==> config.mk <==
export PLATFORM = sky130hd
export DESIGN_NAME = ddfs_mode_sequencer_flat
export DESIGN_NICKNAME = d
export VERILOG_FILES = /design/src/rtl/ddfs_cfg_pkg.sv /design/src/rtl/ddfs_mode_sequencer_if.sv /design/src/rtl/ddfs_cfg_checker.sv /design/src/rtl/ddfs_mode_sequencer.sv /design/src/flat_wrapper.sv
export SDC_FILE = /design/constraint.sdc
export NUM_CORES = 1
export LEC_CHECK = 0
export ABC_CLOCK_PERIOD_IN_PS = 1350
export CAP_MARGIN = 5
export CORE_MARGIN = 2
export CORE_UTILIZATION = 43
export CTS_CLUSTER_SIZE = 12
export DETAILED_ROUTE_END_ITERATION = 16
export HOLD_SLACK_MARGIN = 0.1
export PLACE_DENSITY = 0.73
export SLEW_MARGIN = 20
export SYNTH_ARGS = -nofsm -noshare
export SYNTH_HDL_FRONTEND = slang
export SYNTH_SLANG_ARGS = --single-unit
==> constraint.sdc <==
create_clock -name clk -period 1.35 [get_ports clk]
set_input_delay 0.27 -clock clk [delete_from_list [all_inputs] [get_ports clk]]
set_output_delay 0.27 -clock clk [all_outputs]
set_load 0.01 [all_outputs]
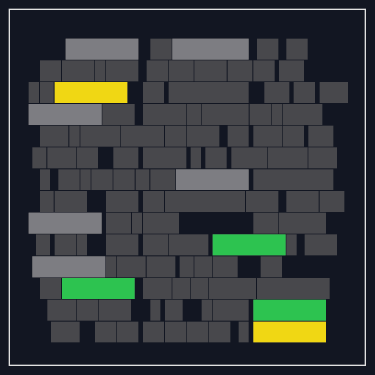
**Above:** run 1 (register map, names as in the netlist).
(8 px per um) Other sequential cells in the stronger grey, the rest of the logic in the fainter grey.
signal	colour	flops
`u_core.target_reg`	yellow	2
`u_core.cnt_reg`	green	3
not coloured	6
Sequential Power: 648 uW
Seq/total area: 22.1%
FF+latch area: 277 sq um

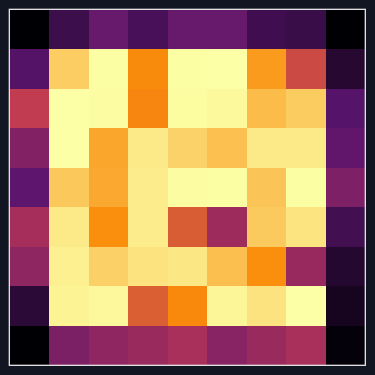
**Above:** run 1 (local utilization).
(8 px per um) The die is cut into 9 by 9 equal tiles; black is low, pale yellow is high, 0 to 100% covered.
tiles over 75% full	51%
mean over tiles	63%
fullest tile	100%
densest ninth of the die	centre
core area: 1520 sq um
Pre-Place Util: 45.9%
Core Util, Final: 82.3%

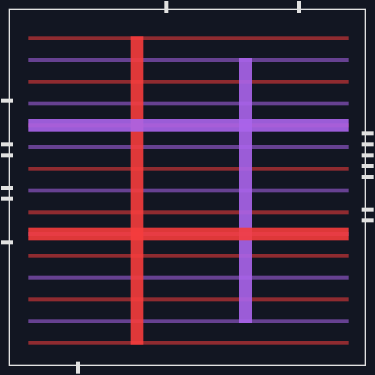
**Above:** run 1 (PDN straps and rails).
(8 px per um) Pins as bars on the die edge.
net	colour
VSS	red
VDD	purple
met1 rails	15
rows	14
met5 straps	2
met4 straps	2
Die Y: 44.3 um
Die Wd: 44.3 um

==> impl_metrics.yaml, run 1 <==
# implementation run metrics
logic_synthesis:
  avgSynthCellArea_sq_um: 10.4
  syn-num-nets: 78
  adder_share_pct: 3.58
  top_logic_kind: "AND-OR/OR-AND gates"
  synth.distinct_cells: 33
  ys_sh_simple_pct: 18.8
  ys_sh_xor_pct: 5.01
  ys_cells: 67
  edf_count: 0
  netlist_area_sq_um: 699
  synthAoiAreaFrac_pct: 19.1
  synth_seq_share_pct: 39.4
  syn_inst: 67
  mux_share_pct: 7.51
  synthTopCellsByCount: "11 x dfrtp_1, 7 x inv_1"
  yosysTopAreaCell: "dfrtp_1"
power_and_ir_drop:
  power_leader: "combinational logic"
  clkPwrFrac_pct: 9.2
  p_leak_nw: 0.572
  totalPowerFinal_mw: 2.63
  power.internal_mw: 1.63
  peakVddDrop_uv: 1440
final_layout:
  logic_area_sq_um: 507
  nets: 127
  fin_area_sq_um: 1250
  layout.non_clock_buffers: 47
  nClkBuffers: 4
  layout_top_cell: "buf_4"
  clk_share_pct: 2.10
  area_growth_pct: 79.2
  seq_cell_count: 11
  n_antenna_cell: 0
setup_path:
  arrival_ns: 1.73
  critical_path.max_fanout: 4
  cp_num_cells: 3
  cp-end-kind: "flip-flop"
  path_buffers: 1
  cpPeakStageDelay_ns: 0.57
  crit_slowest_cell: "or4b_4"
  cp-start-kind: "flip-flop"
  worstSetupPathType: "reg2reg"
status:
  violations: "setup timing"
  status: "finished with violations"
timing:
  rsz0062_at_grt: "true"
  fin_ws_ns: -0.213
  whs_ns: 0.272
  tns_ns: -1.14
  slew_viol_final: 0
  setup_viol: 12
  min_period_over_period_pct: 116
  fmax_mhz: 640
  hold_violations: 0
cts:
  clockRootBuffer: "clkbuf_4"
  cts-hold-fix-buffers: 0
  post_cts_buffers: 8
  clockBufferDepth: 2
route:
  wire_per_inst_um: 15.7
  remaining_drc_errors: 0
  wl_met3_um: 101
  drt_wl_total_mm: 2.06
  dr_total_vias: 711
  routed_via_density: 5.43
  top_layer: "met4"
floorplanning:
  chipArea_sq_um: 1970
  tap_cells: 16
  rows: 14
placement:
  post-place-ws_ns: -0.334
  dp.cells: 117
grt:
  grt-busiest-layer: "met2"
  use_met3_pct: 4.08
run:
  maxCapViolations: 0
==> inputs of run 2 (changes only) <==
--- a/config.mk
+++ b/config.mk
@@ -9,7 +9,6 @@
 export CAP_MARGIN = 5
 export CORE_MARGIN = 2
 export CORE_UTILIZATION = 43
-export CTS_CLUSTER_SIZE = 12
 export DETAILED_ROUTE_END_ITERATION = 16
 export HOLD_SLACK_MARGIN = 0.1
 export PLACE_DENSITY = 0.73
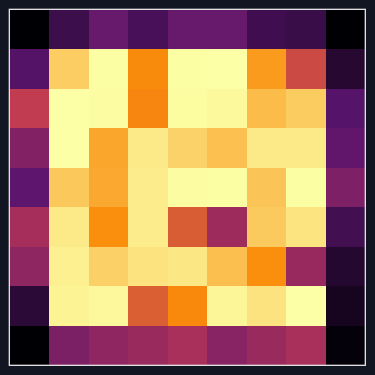
**Above:** run 2 (local utilization).
(8 px per um) The die is cut into 9 by 9 equal tiles; black is low, pale yellow is high, 0 to 100% covered.
mean over tiles	63%
fullest tile	100%
tiles over 75% full	51%
nearly empty tiles	4.9%
densest ninth of the die	centre

==> run 2 against run 1 <==
Against the previous run:
- the run still ends with setup timing left
- clock-buffer cell count unchanged
- global-route usage unchanged
- sequential cell count unchanged
- register-to-register slack about the same
- critical endpoint unchanged
==> impl_metrics.yaml, run 2 <==
# implementation run metrics
status:
  status: "finished with violations"
  violations: "setup timing"
logic_synthesis:
  top_logic_kind: "AND-OR/OR-AND gates"
  ys_cells: 67
  yosysTopAreaCell: "dfrtp_1"
  yosys_most_used_dff: "dfrtp_1"
  ys_sh_simple_pct: 18.8
  avgSynthCellArea_sq_um: 10.4
  netlist_area_sq_um: 699
  mux_share_pct: 7.51
  ys_sh_xor_pct: 5.01
  synthTopCellsByCount: "11 x dfrtp_1, 7 x inv_1"
  edf_count: 0
  synth_seq_share_pct: 39.4
  syn_inst: 67
  synth.distinct_cells: 33
  synthAoiAreaFrac_pct: 19.1
  syn-num-nets: 78
  adder_share_pct: 3.58
setup_path:
  path_buffers: 1
  critical_path.max_fanout: 4
  cp-end-kind: "flip-flop"
  cp-start-kind: "flip-flop"
  crit_slowest_cell: "or4b_4"
  cpPeakStageDelay_ns: 0.57
  cp_num_cells: 3
  worstSetupPathType: "reg2reg"
  arrival_ns: 1.73
timing:
  whs_ns: 0.272
  rsz0062_at_grt: "true"
  setup_viol: 12
  min_period_over_period_pct: 116
  slew_headroom_pct: 78.4
  slew_viol_final: 0
  fin_ws_ns: -0.213
  tns_ns: -1.14
  hold_violations: 0
  fmax_mhz: 640
final_layout:
  n_antenna_cell: 0
  layout.non_clock_buffers: 47
  seq_share_pct: 22.1
  clk_share_pct: 2.10
  seq_cell_count: 11
  fin_area_sq_um: 1250
  comb_cells: 46
  utilization_pct: 82.3
  nets: 127
  logic_area_sq_um: 507
  nClkBuffers: 4
  area_growth_pct: 79.2
  layout_top_cell: "buf_4"
  regArea_sq_um: 277
grt:
  grt_pass1_wl_mm: 3.12
  use_met3_pct: 4.08
  antenna_found_initial: 0
  gr-usage-all-layers_pct: 21.9
  grt-busiest-layer: "met2"
  grt_max_degree: 12
  grt_pass1_vias: 725
floorplanning:
  die_x_um: 44.3
  chipArea_sq_um: 1970
  rows: 14
  coreArea_sq_um: 1520
  die_y_um: 44.3
  initial_core_util_pct: 45.9
  tap_cells: 16
power_and_ir_drop:
  p_leak_nw: 0.572
  totalPowerFinal_mw: 2.63
  p_per_area_nw_per_um2: 2090
  clkPwrFrac_pct: 9.2
  power_leader: "combinational logic"
  powerSeq_uw: 648
  power.internal_mw: 1.63
cts:
  clockRootBuffer: "clkbuf_4"
  worst_skew_pair.late_latency_ns: 0.28
  post_cts_buffers: 8
  clockBufferDepth: 2
  cts-hold-fix-buffers: 0
route:
  routed_via_density: 5.43
  remaining_drc_errors: 0
  wl_met3_um: 101
  drt_wl_total_mm: 2.06
  final_antenna_net_count: 0
  dr_total_vias: 711
  wire_per_inst_um: 15.7
  top_layer: "met4"
run:
  maxCapViolations: 0
placement:
  dp.cells: 117
  post-place-ws_ns: -0.334
min_path:
  min_path_type: "in2async"
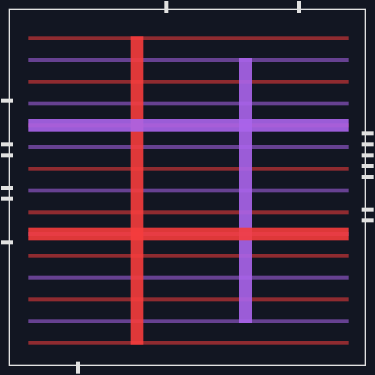
**Above:** run 2 (PDN straps and rails).
(8 px per um) Pins as bars on the die edge.
net	colour
VDD	purple
VSS	red
rows	14
met4 straps	2
met1 rails	15
IR drop worst, VDD: 1440 uV

No activity file was given, so power comes from the tool's default toggle rates.
